### src/rtl/pipe_adder_pkg.sv
// pipe_adder_pkg: shared constants, configuration checks and the pipeline
// stage record used by the pipelined adder.
package pipe_adder_pkg;

    localparam int MIN_WIDTH = 4;
    localparam int MAX_WIDTH = 64;

    // Bits handled by each pipeline stage.
    function automatic int slice_width(input int width, input int stages);
        return width / stages;
    endfunction

    // A configuration is legal when the width is in range and splits evenly.
    function automatic bit config_legal(input int width, input int stages);
        return (stages > 0) && (width >= MIN_WIDTH) && (width <= MAX_WIDTH)
            && ((width % stages) == 0);
    endfunction

    // One in-flight transaction. Fields are sized for the widest legal
    // configuration; only the low WIDTH bits are meaningful.
    //   res : completed low result slices
    //   a/b : operands (b already inverted for subtraction)
    typedef struct packed {
        logic                 valid;
        logic                 carry;
        logic [MAX_WIDTH-1:0] res;
        logic [MAX_WIDTH-1:0] a;
        logic [MAX_WIDTH-1:0] b;
    } stage_t;

endpackage

### src/rtl/pipe_adder_if.sv
// pipe_adder_if: operand/result handshake bundle for pipe_adder.
// Handshake: a transfer happens on a rising edge where valid && ready are
// both high; the source holds its payload steady while valid && !ready.
// PIPE_ADDER_OVF_EN adds the signed-overflow flag ovf next to so.
interface pipe_adder_if #(parameter int WIDTH = 16);

    logic             in_valid;
    logic             in_ready;
    logic [WIDTH-1:0] a;
    logic [WIDTH-1:0] b;
    logic             ci;
    logic             sub;
    logic             out_valid;
    logic             out_ready;
    logic [WIDTH-1:0] so;
    logic             co;
`ifdef PIPE_ADDER_OVF_EN
    logic             ovf;
`endif

    // Producer/consumer side (drives operands, takes results).
    modport master (
        output in_valid, a, b, ci, sub, out_ready,
        input  in_ready, out_valid, so, co
`ifdef PIPE_ADDER_OVF_EN
        , input ovf
`endif
    );

    // Adder side.
    modport slave (
        input  in_valid, a, b, ci, sub, out_ready,
        output in_ready, out_valid, so, co
`ifdef PIPE_ADDER_OVF_EN
        , output ovf
`endif
    );

endinterface

### src/rtl/pipe_adder_slice.sv
// adder_slice: combinational W-bit adder with carry in and carry out.
module adder_slice #(
    parameter int W = 4
) (
    input  logic [W-1:0] a,
    input  logic [W-1:0] b,
    input  logic         ci,
    output logic [W-1:0] s,
    output logic         co
);

    logic [W:0] sum;

    // Full-width add; the extra top bit is the carry out.
    always_comb begin
        sum = {1'b0, a} + {1'b0, b} + {{W{1'b0}}, ci};
        s   = sum[W-1:0];
        co  = sum[W];
    end

endmodule

### src/rtl/pipe_adder.sv
// pipe_adder: STAGES-deep carry-pipelined adder/subtractor. Stage k adds
// slice k of the operands using the carry registered by stage k-1; each
// stage register carries its whole transaction (remaining operands and
// completed low result slices). A single global advance stalls every stage
// together when the output is held.
// Optional: PIPE_ADDER_OVF_EN adds the ovf signed-overflow output.
module pipe_adder
    import pipe_adder_pkg::*;
#(
    parameter int WIDTH  = 16,
    parameter int STAGES = 4
) (
    input  logic         clk,
    input  logic         rst,
    pipe_adder_if.slave  bus
);

    localparam int SLICE = slice_width(WIDTH, STAGES);

    generate
        if (!config_legal(WIDTH, STAGES)) begin : g_bad_cfg
            $error("pipe_adder: WIDTH must be 4..64 and a multiple of STAGES");
        end
    endgenerate

    stage_t           stage_q [STAGES];
    stage_t           stage_d [STAGES];
    logic             advance;
    logic [WIDTH-1:0] b_eff;
    logic [SLICE-1:0] sl_a    [STAGES];
    logic [SLICE-1:0] sl_b    [STAGES];
    logic [SLICE-1:0] sl_s    [STAGES];
    logic             sl_ci   [STAGES];
    logic             sl_co   [STAGES];

    // Pipeline moves whenever the output slot is empty or being taken.
    always_comb begin
        advance     = !stage_q[STAGES-1].valid || bus.out_ready;
        bus.in_ready = advance && !rst;
    end

    // Slice operands: stage 0 reads the bus, later stages read the record
    // held by the previous stage. Subtraction is a + ~b + 1.
    always_comb begin
        b_eff    = bus.sub ? ~bus.b : bus.b;
        sl_a[0]  = bus.a[SLICE-1:0];
        sl_b[0]  = b_eff[SLICE-1:0];
        sl_ci[0] = bus.sub ? 1'b1 : bus.ci;
        for (int k = 1; k < STAGES; k++) begin
            sl_a[k]  = stage_q[k-1].a[k*SLICE +: SLICE];
            sl_b[k]  = stage_q[k-1].b[k*SLICE +: SLICE];
            sl_ci[k] = stage_q[k-1].carry;
        end
    end

    for (genvar k = 0; k < STAGES; k++) begin : g_slice
        adder_slice #(.W(SLICE)) u_slice (
            .a  (sl_a[k]),
            .b  (sl_b[k]),
            .ci (sl_ci[k]),
            .s  (sl_s[k]),
            .co (sl_co[k])
        );
    end

    // Next stage records: hold on stall, otherwise shift one stage forward.
    always_comb begin
        stage_d = stage_q;
        if (advance) begin
            stage_d[0].valid = bus.in_valid;
            stage_d[0].carry = sl_co[0];
            stage_d[0].res   = MAX_WIDTH'(sl_s[0]);
            stage_d[0].a     = MAX_WIDTH'(bus.a);
            stage_d[0].b     = MAX_WIDTH'(b_eff);
            for (int k = 1; k < STAGES; k++) begin
                stage_d[k]                       = stage_q[k-1];
                stage_d[k].carry                 = sl_co[k];
                stage_d[k].res[k*SLICE +: SLICE] = sl_s[k];
            end
        end
    end

    // Stage registers; reset discards everything in flight.
    always_ff @(posedge clk) begin
        if (rst) begin
            for (int k = 0; k < STAGES; k++) begin
                stage_q[k] <= '0;
            end
        end else begin
            stage_q <= stage_d;
        end
    end

    // Result comes straight from the last stage record.
    always_comb begin
        bus.out_valid = stage_q[STAGES-1].valid;
        bus.so        = stage_q[STAGES-1].res[WIDTH-1:0];
        bus.co        = stage_q[STAGES-1].carry;
    end

`ifdef PIPE_ADDER_OVF_EN
    // Signed overflow: operands (b as actually added) share a sign that the
    // result does not. A cleared record yields 0.
    always_comb begin
        bus.ovf = (stage_q[STAGES-1].a[WIDTH-1] == stage_q[STAGES-1].b[WIDTH-1])
               && (stage_q[STAGES-1].res[WIDTH-1] != stage_q[STAGES-1].a[WIDTH-1]);
    end
`endif

endmodule
### src/flat_wrapper.sv
// flat-port wrapper written by rule: the top's interface ports become plain ports
module pipe_adder_flat import pipe_adder_pkg::*;
#(
    parameter int WIDTH  = 16,
    parameter int STAGES = 4
)
  (clk, rst, bus_in_valid, bus_a, bus_b, bus_ci, bus_sub, bus_out_ready, bus_in_ready, bus_out_valid, bus_so, bus_co);
  pipe_adder_if #(.WIDTH(WIDTH)) bus_i ();
  input  logic clk;
  input  logic rst;
  input wire logic [$bits(bus_i.in_valid)-1:0] bus_in_valid;
  input wire logic [$bits(bus_i.a)-1:0] bus_a;
  input wire logic [$bits(bus_i.b)-1:0] bus_b;
  input wire logic [$bits(bus_i.ci)-1:0] bus_ci;
  input wire logic [$bits(bus_i.sub)-1:0] bus_sub;
  input wire logic [$bits(bus_i.out_ready)-1:0] bus_out_ready;
  output wire logic [$bits(bus_i.in_ready)-1:0] bus_in_ready;
  output wire logic [$bits(bus_i.out_valid)-1:0] bus_out_valid;
  output wire logic [$bits(bus_i.so)-1:0] bus_so;
  output wire logic [$bits(bus_i.co)-1:0] bus_co;
  assign bus_i.in_valid = bus_in_valid;
  assign bus_i.a = bus_a;
  assign bus_i.b = bus_b;
  assign bus_i.ci = bus_ci;
  assign bus_i.sub = bus_sub;
  assign bus_i.out_ready = bus_out_ready;
  assign bus_in_ready = bus_i.in_ready;
  assign bus_out_valid = bus_i.out_valid;
  assign bus_so = bus_i.so;
  assign bus_co = bus_i.co;
  pipe_adder #(.WIDTH(WIDTH), .STAGES(STAGES)) u_core (.clk(clk), .rst(rst), .bus(bus_i));
endmodule
### config.mk
export PLATFORM = sky130hd
export DESIGN_NAME = pipe_adder_flat
export DESIGN_NICKNAME = d
export VERILOG_FILES = /design/src/rtl/pipe_adder_pkg.sv /design/src/rtl/pipe_adder_if.sv /design/src/rtl/pipe_adder_slice.sv /design/src/rtl/pipe_adder.sv /design/src/flat_wrapper.sv
export SDC_FILE = /design/constraint.sdc
export NUM_CORES = 1
export LEC_CHECK = 0
export CORE_MARGIN = 2
export CORE_UTILIZATION = 50
export CTS_CLUSTER_SIZE = 28
export DETAILED_ROUTE_END_ITERATION = 12
export GPL_TIMING_DRIVEN = 1
export PLACE_DENSITY_LB_ADDON = 0.12
export SETUP_SLACK_MARGIN = 0.5
export SYNTH_ARGS = -nofsm -noshare
export SYNTH_HDL_FRONTEND = slang
export SYNTH_HIERARCHICAL = 1
export SYNTH_SLANG_ARGS = --single-unit
export TNS_END_PERCENT = 50
### constraint.sdc
create_clock -name clk -period 3.9 [get_ports clk]
set_input_delay 0.39 -clock clk [delete_from_list [all_inputs] [get_ports clk]]
set_output_delay 0.39 -clock clk [all_outputs]
set_load 0.01 [all_outputs]
==> metrics.csv <==
stage;metric;value;unit
run_status;status;finished, final reports clean;
cells_and_area;Antenna diodes;0;
critical_path;Critical Path Stages;11;
placement;dpl cells;619;
pwr;comb pwr;0.244;mW
worst_hold_path;Hold EP;u_core/bus.so[9];
placement;RePlAce Congestion;0.807;
synthesis;adder-cell share of the synthesized area;7.33;%
cells_and_area;Layout area overhead;13.9;%
synthesis;Top cells by area;dfxtp_1 (45%), nand2_1 (15%), a21oi_1 (9.8%);
critical_path;Worst Setup Start Kind;input port;
synthesis;top cells by count;nand2_1 (166), dfxtp_1 (96), a21oi_1 (83);
global_route;first-pass GRT wire length;12700;um
clock_network;Late-Pin Clk Latency;350;ps
timing;hold slack;452;ps
drt;first-pass iteration count of the detailed router;4;
pwr;P_int;1.54;mW
drt;# DRC;0;
synthesis;Post-Syn Area;4230;um2
synthesis;Syn. warnings;6;
die;Initial Utilization;51.5;%
pwr;top power group;registers;
pwr;Sw Share;23.2;%
cells_and_area;final core occ;58.7;%
global_route;largest net degree at the start of global routing;108;
die;die area;9220;um2
global_route;vias in the first global route;2989;
drt;Met2 Wirelength;3250;um
synthesis;Netlist cell types;22;
critical_path;reg-to-reg slack, setup;2220;ps
critical_path;most used cell, CP;fa_1;
cells_and_area;most instantiated logic cell after routing;nand2_1;
timing;final setup vio count;0;
critical_path;CP cell instances;clkdlybuf4s50_1 -> buf_4 -> xor2_1 -> fa_1 -> inv_1 -> fa_1 -> nor2b_1 -> o21ai_0 -> nand2b_1 -> nand2_1 -> a21oi_1;
die;# IOs;57;
die;Die H;96.0;um
placement;Port Buffers;56;
synthesis;Synth top cell by count;nand2_1;
synthesis;share of async-settable or async-resettable flops after synthesis;0;%
synthesis;Top FF cell, synth;dfxtp_1;
pwr;maximum VDD drop;0.186;mV
global_route;initial antenna violation count;0;
critical_path;Worst EP arrival;2540;ps
clock_network;maximum clock path buffer count;2;
pwr;Flop pwr share;53.7;%
timing;Fmax;0.441;GHz
drt;via-per-instance ratio;4.87;
clock_network;clock sinks;96;
die;Core Box Area;8220;um2
synthesis;syn_nets;563;
pwr;P_clk;0.687;mW
critical_path;Reg2Reg Depth;3;
cells_and_area;non-filler cells, final;633;
cells_and_area;layout cells sized above 1;6.44;%
placement;Setup WS pre-CTS;1250;ps
pwr;Clock power frac;34.2;%
clock_network;Post-CTS Setup Bufs;0;
clock_network;CTS root buffer;clkbuf_8;
synthesis;Dominant combinational family;simple AND/OR/NAND/NOR gates;
clock_network;number of buffers created by CTS;9;
critical_path;RR Startpoint;u_core/bus.out_valid;
synthesis;number of enable flip-flop cells;0;
critical_path;CP required;4170;ps
drt;DR top layer;met4;
synthesis;yosys stat area;4230;um2
timing;RSZ-0062 raised after global routing;false;
die;width of the die;96.0;um
clock_network;clock transition at the registers of the reported paths;90;ps
cells_and_area;nets;583;
synthesis;Flops after synth;96;
timing;setup TNS;0;ps
critical_path;crit path from;bus_sub;
critical_path;r2r endpoint;u_core/stage_q[328];
drt;M1 WL;3830;um
clock_network;CTS tree;done;
cells_and_area;filler cell count;783;
synthesis;mux frac, synth;0;%
synthesis;# Cells Yosys;505;
timing;final worst slack;1630;ps
clock_network;H-tree level count;3;
timing;Min Clock Period, post-route;2270;ps
cells_and_area;finished layout cell area;4820;um2
pwr;Power Dens Cells;417;nW/um2
pwr;combinational share of power;12.1;%
timing;clock skew;6.48;ps
global_route;gr ovfl total;0;
worst_hold_path;hold path depth;2;
clock_network;hold buffers post-CTS;0;
worst_hold_path;Hold Path Origin;u_core/bus.so[9];
critical_path;slowest stage delay, CP;450;ps
## state kept, by name, indices dropped and copies added, names as in the netlist
name and flops:
u_core/bus.co 1, u_core/sl_a 12, u_core/stage_q 51, u_core/sl_b 12
u_core/bus.out_valid 1, u_core/bus.so 16, u_core/sl_ci 3
## cell type report
class                           instances  area share [%]
Timing Repair Buffer                   59            12.0
Multi-Input combinational cell        343            39.8
Tap cell                              105            2.72
Clock inverter                          3            1.40
Inverter                               16            1.25
Sequential cell                        96            39.9
Clock buffer                           11            2.93
## metal layers
metal,track usage [%],up-vias
li1,-,1636
met3,2.98,10
met5,0,-
met2,29.3,56
met1,22.0,1382
met4,7.50,0
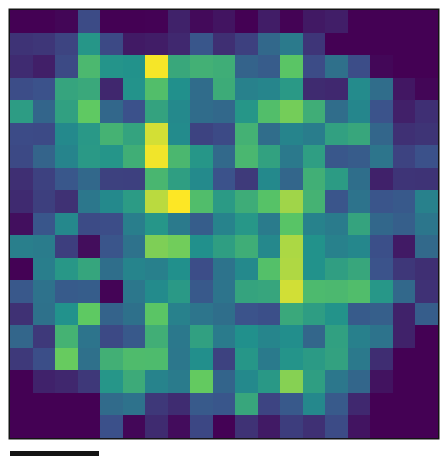
**Above:** wire density map.
The bar under the picture is 20 um long. The die is cut into 19 by 19 equal tiles; dark purple is low, yellow is high, scaled to the fullest tile. Values are wire area over tile area, all layers added.
mean over tiles	0.13
tiles over half the peak	28%
densest ninth of the die	center
nearly empty tiles	12%
total track usage: 17.4%
wire per inst: 11.8 um
Total Wirelength: 7440 um
via count: 3084

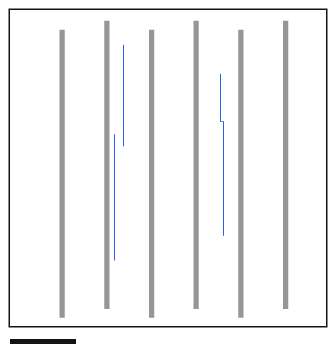
**Above:** signal wires on met4.
The bar under the picture is 20 um long. Supply wires on this layer in gray.
main direction	vertical
longest straight run	38.1 um

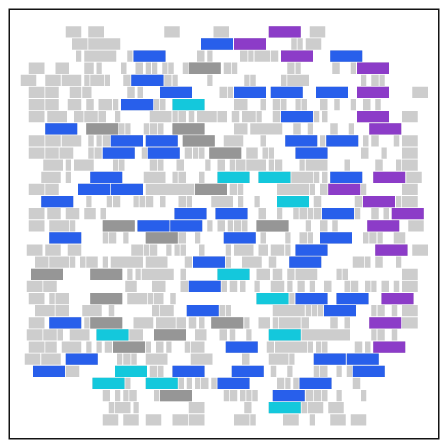
**Above:** where the registers sit.
Other sequential cells in the stronger gray, the rest of the logic in the fainter gray.
color	netlist name	placed flops
cyan	`u_core/sl_a`	12
purple	`u_core/bus.so`	16
blue	`u_core/stage_q`	51
not colored	17

Power and IR drop assume default switching activity.
